==> src/rtl/imem_dmem_arbiter.sv <==
// imem_dmem_arbiter: shares one single-port byte memory between instruction fetch
// and the data-side load/store, registering returned data and bounding fetch starvation.
// Optional build macro: ARB_ALIGN_CHECK_EN enables misaligned data access detection
// (the access is granted but suppressed at the memory and reported as d_fault).
module imem_dmem_arbiter #(
  parameter int unsigned STARVE_LIMIT = 4,
  parameter int unsigned CNT_W        = 3
) (
  input  logic        clk,
  input  logic        rst,
  // fetch side
  input  logic        if_req,
  input  logic [31:0] if_pc,
  output logic        if_ready,
  output logic        if_valid,
  output logic [31:0] if_instr,
  output logic        stall,
  // data side
  input  logic        d_rd,
  input  logic        d_wr,
  input  logic [2:0]  d_fun3,
  input  logic [31:0] d_addr,
  input  logic [31:0] d_wdata,
  output logic        d_ready,
  output logic        d_rvalid,
  output logic [31:0] d_rdata,
  output logic        d_fault,
  // memory port
  output logic        m_MemRead,
  output logic        m_MemWrite,
  output logic [2:0]  m_fun3,
  output logic [5:0]  m_addr,
  output logic [31:0] m_data_in,
  input  logic [31:0] m_data_out
);

  typedef enum logic [1:0] {
    Idle,
    GntData,
    GntFetch
  } grant_e;

  grant_e           grant;
  logic [CNT_W-1:0] starve_cnt;
  logic             data_req;
  logic             at_limit;
  logic             is_load;
  logic             misaligned;

  // Address bits beyond the memory's reach wrap silently.
  logic unused_addr_bits;
  assign unused_addr_bits = ^{if_pc[31:8], if_pc[1:0], d_addr[31:6]};

  assign data_req = d_rd | d_wr;
  assign at_limit = (starve_cnt == CNT_W'(STARVE_LIMIT));
  // d_wr wins if both strobes are (illegally) raised together.
  assign is_load  = d_rd & ~d_wr;

`ifdef ARB_ALIGN_CHECK_EN
  // Halfwords need an even address, words a 4-byte aligned one.
  always_comb begin
    case (d_fun3)
      3'b001, 3'b101: misaligned = d_addr[0];
      3'b010:         misaligned = |d_addr[1:0];
      default:        misaligned = 1'b0;
    endcase
  end
`else
  assign misaligned = 1'b0;
`endif

  // Data wins unless fetch has been starved STARVE_LIMIT times in a row.
  always_comb begin
    if (data_req && (starve_cnt < CNT_W'(STARVE_LIMIT))) begin
      grant = GntData;
    end else if (if_req) begin
      grant = GntFetch;
    end else begin
      grant = Idle;
    end
  end

  // Drive the memory port and handshakes from the current grant.
  always_comb begin
    if_ready   = 1'b0;
    d_ready    = 1'b0;
    m_MemRead  = 1'b0;
    m_MemWrite = 1'b0;
    m_fun3     = 3'b000;
    m_addr     = 6'd0;
    m_data_in  = 32'd0;
    unique case (grant)
      GntFetch: begin
        // Fetch is encoded as both strobes low with a word index.
        if_ready = 1'b1;
        m_addr   = if_pc[7:2];
        m_fun3   = 3'b010;
      end
      GntData: begin
        d_ready    = 1'b1;
        m_MemRead  = is_load & ~misaligned;
        m_MemWrite = d_wr & ~misaligned;
        m_addr     = d_addr[5:0];
        m_fun3     = d_fun3;
        m_data_in  = d_wdata;
      end
      default: ;
    endcase
    // No write may land while reset is asserted, even mid-cycle.
    if (rst) begin
      m_MemRead  = 1'b0;
      m_MemWrite = 1'b0;
    end
  end

  assign stall = if_req & ~if_ready;

  // Register returned data and track consecutive data wins over a waiting fetch.
  always_ff @(posedge clk or posedge rst) begin
    if (rst) begin
      if_valid   <= 1'b0;
      if_instr   <= 32'd0;
      d_rvalid   <= 1'b0;
      d_rdata    <= 32'd0;
      d_fault    <= 1'b0;
      starve_cnt <= '0;
    end else begin
      if_valid <= (grant == GntFetch);
      if (grant == GntFetch) begin
        if_instr <= m_data_out;
      end
      d_rvalid <= (grant == GntData);
      d_fault  <= (grant == GntData) & misaligned;
      if (grant == GntData) begin
        d_rdata <= (is_load && !misaligned) ? m_data_out : 32'd0;
      end
      if ((grant == GntFetch) || !if_req) begin
        starve_cnt <= '0;
      end else if ((grant == GntData) && !at_limit) begin
        starve_cnt <= starve_cnt + CNT_W'(1);
      end
    end
  end

endmodule

==> config.mk <==
export PLATFORM = sky130hd
export DESIGN_NAME = imem_dmem_arbiter
export DESIGN_NICKNAME = d
export VERILOG_FILES = /design/src/rtl/imem_dmem_arbiter.sv
export SDC_FILE = /design/constraint.sdc
export NUM_CORES = 1
export LEC_CHECK = 0
export ABC_AREA = 1
export CAP_MARGIN = 10
export CORE_ASPECT_RATIO = 1.25
export CORE_MARGIN = 2
export CORE_UTILIZATION = 35
export CTS_CLUSTER_DIAMETER = 200
export DETAILED_ROUTE_END_ITERATION = 10
export HOLD_SLACK_MARGIN = 0.1
export PLACE_DENSITY = 0.89
export SYNTH_ARGS = -nofsm -noshare
export SYNTH_HDL_FRONTEND = slang
export SYNTH_SLANG_ARGS = --single-unit
==> constraint.sdc <==
create_clock -name clk -period 4.7 [get_ports clk]
set_input_delay 0.94 -clock clk [delete_from_list [all_inputs] [get_ports clk]]
set_output_delay 0.94 -clock clk [all_outputs]
set_load 0.01 [all_outputs]
**Run 1: clock network drawn from the DEF**

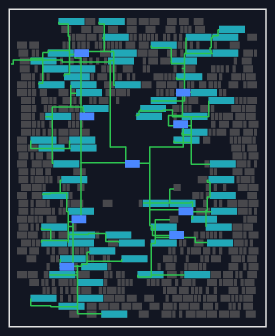
- green: clock wires (length 865 um)
- cyan: flip-flops (count 69)
- blue: clock-net drivers (count 9)
- routed clock nets: 10

**Run 1: gate families picked out**

Bar = 20 um.
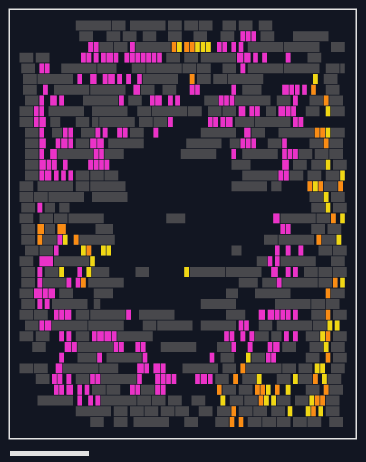
- orange: nor cells (cells 40; most used nor2_1; where spread over the die)
- yellow: inv cells (cells 42; most used inv_1; where spread over the die)
- magenta: nand cells (cells 217; most used nand2_1; where spread over the die)

==> flow_summary.ini, run 1 <==
; implementation run metrics
[power]
top_power_group = sequential cells
ir_drop_uv = 179
intPower_mw = 1.13
clkPwrFrac_pct = 28.3
net-switching-power_uw = 456
clk-power_uw = 449
power.density_nw_per_um2 = 299
p_seq_uw = 695
leakagePower_nw = 2.68
p_total_mw = 1.59

[sta]
period_used_pct = 79.7
finalSetupViolCount = 0
layout_setup_ws_ns = 0.953
hold_viol_final = 0
worstMarginPinSlew_ns = 1.04
hold-worst-slack_ns = 0.461
setup_tns_ns = 0

[final_layout]
nNetsFinal = 725
seq_cells = 69
n_antenna_cell = 0
clkbuf_count = 11
drive_gt1_share_pct = 5.24
lay_top_cells = clkdlybuf4s50_1, nand2_1, dfrtp_1
final_common_cell = clkdlybuf4s50_1
fin_cells = 712
top_regs = d_rdata x32, if_instr x32, starve_cnt x3
nonClkBufAreaFrac_pct = 38.0
seq_area_sq_um = 1730
syn2layout_area_growth_pct = 73.1

[drt]
vias = 3220
routed_wl_um = 9540
met1_length_um = 3710
dr.first_iter.drc_count = 140
ant_nets = 0
met3_length_um = 897
drc_errors = 0

[run]
tool_warnings = 80

[global_routing]
grtUsageMet3_pct = 5.98
grt_max_degree = 51
grt_use_total_pct = 19.7
antenna_found_initial = 0

[floorplan]
nWellTaps = 120
dieHeight_um = 109
floorplan.die_area_sq_um = 9530
initial_utilization_pct = 35.6
io_pins = 249

[synthesis]
synthesis.area_sq_um = 3070
synth.top_cells.by_area = dfrtp_1, nand2_1, nand3_1
synth_area_leader_cell = dfrtp_1
ys_cells = 394
ys_top_logic_family = simple AND/OR/NAND/NOR gates
avgSynthCellArea_sq_um = 7.78
ff_type = dfrtp_1
synthDistinctLibCells = 16
ys_seq_share_pct = 56.3
most_common_cell = nand2_1
fp_nets = 532
mux_share_pct = 0

[setup_path]
crit_type = in2out
startpoint_type = input port
cp.arrival_ns = 2.81
cp-end-kind = output pin
slowest_stage = clkdlybuf4s50_1
r2r-end = d_rdata[5]
reg2regPathDepth = 6
cpPeakStageDelay_ns = 0.53
path_cells = clkdlybuf4s50_1, o21ai_4, buf_4, nand3_1, nand2_1, clkdlybuf4s50_1

[clock_network]
cts_made_buffers = 9
cts_num_sinks = 69
cts_tree = done
hold_buffers = 0

[placed_design]
gp_congestion = 0.768
preCtsSetupSlack_ns = 0.937
portBuffers = 195
place_area_sq_um = 5120

[hold_path]
hp-class = reg2reg
min_from = starve_cnt[0]

[run_status]
status = complete, no violations
**Run 1: routing congestion map**

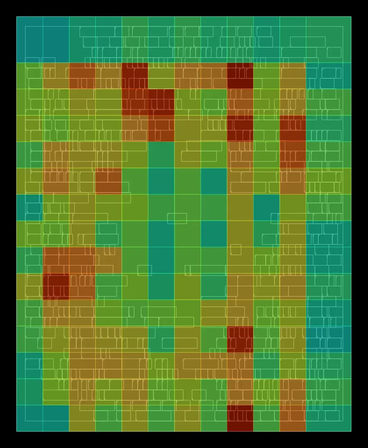
GRT met2 Usage: 33.1%
busiest grt layer: met2

**Run 1: met3 routing**

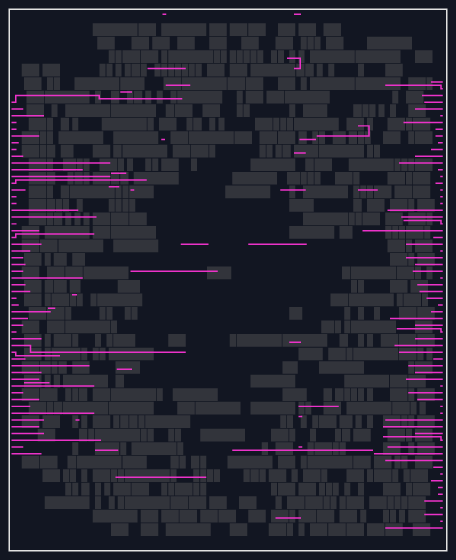

==> run 2: changes to the inputs <==
- CORE_UTILIZATION: 35 -> 30
- PLACE_DENSITY: 0.89 -> 0.82
- clock period: 4.7 -> 3.35 ns (I/O delays scaled with it)
**Run 2: met3 routing**

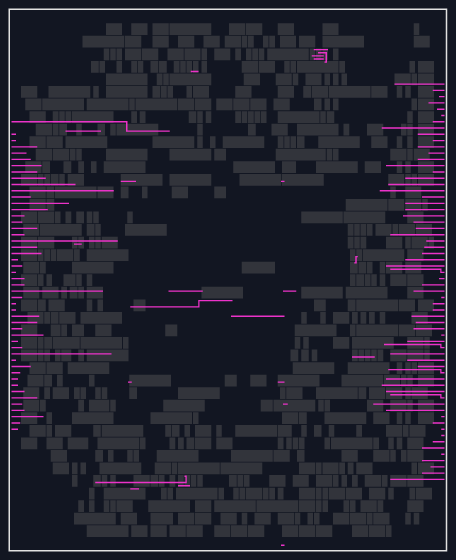
- main direction: horizontal
- wire length on this layer: 793 um
- nets with wire on the layer: 126
- share of all routed wire: 8.4%

**Run 2: routing congestion map**

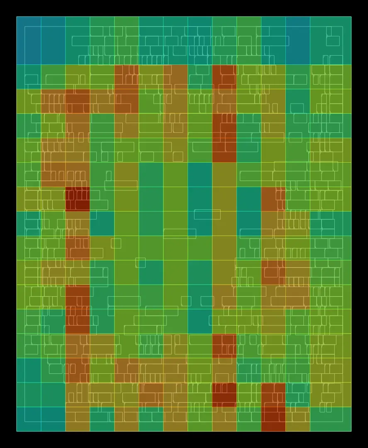
GRT Total Usage: 17.3%
post-layout util: 54.5%
met3 Track Usage GR: 4.74%

==> run 2 against run 1 <==
Net effect:
- clock power up 110%
- first-iteration DRC count decreased by 51%
- register-to-register slack worse by 1.1 ns
- worst setup slack lost 0.72 ns
- critical endpoint is now m_data_in[7]
- design area is 2.7% higher
- via count is 1.8% lower
- largest cell class unchanged
- combinational power up 41%
==> flow_summary.ini, run 2 <==
; implementation run metrics
[run_status]
status = complete, no violations

[sta]
hold-worst-slack_ns = 0.468
period_used_pct = 93.0
hold_viol_final = 0
finalSetupViolCount = 0
setup_tns_ns = 0

[synthesis]
ys_top_logic_family = simple AND/OR/NAND/NOR gates
ys_seq_share_pct = 56.3
synth_area_leader_cell = dfrtp_1
synth.top_cells.by_area = dfrtp_1, nand2_1, nand3_1
avgSynthCellArea_sq_um = 7.78
most_common_cell = nand2_1

[global_routing]
grt_max_degree = 38
grtUsageMet2_pct = 31.3

[final_layout]
nNetsFinal = 726
fin_cells = 722
n_antenna_cell = 0
nonClkBufAreaFrac_pct = 37.3
final_common_cell = clkdlybuf4s50_1

[run]
tool_warnings = 80

[power]
clkPwrFrac_pct = 36.8
net-switching-power_uw = 659
leakagePower_nw = 2.75
p_seq_uw = 977

[floorplan]
initial_utilization_pct = 30.7
dieHeight_um = 117

[setup_path]
cp-end-kind = output pin
reg2regPathDepth = 6
cpPeakStageDelay_ns = 0.51
cp.arrival_ns = 2.44
slowest_stage = clkdlybuf4s50_1

[drt]
drc_errors = 0
vias = 3161
routed_wl_um = 9420
dr.first_iter.drc_count = 69
met1_length_um = 3660

[hold_path]
hp-class = reg2reg
min_from = if_instr[8]

[placed_design]
portBuffers = 195
gp_congestion = 0.724
Power figures rest on the tool's default switching activity, not on a simulated workload.
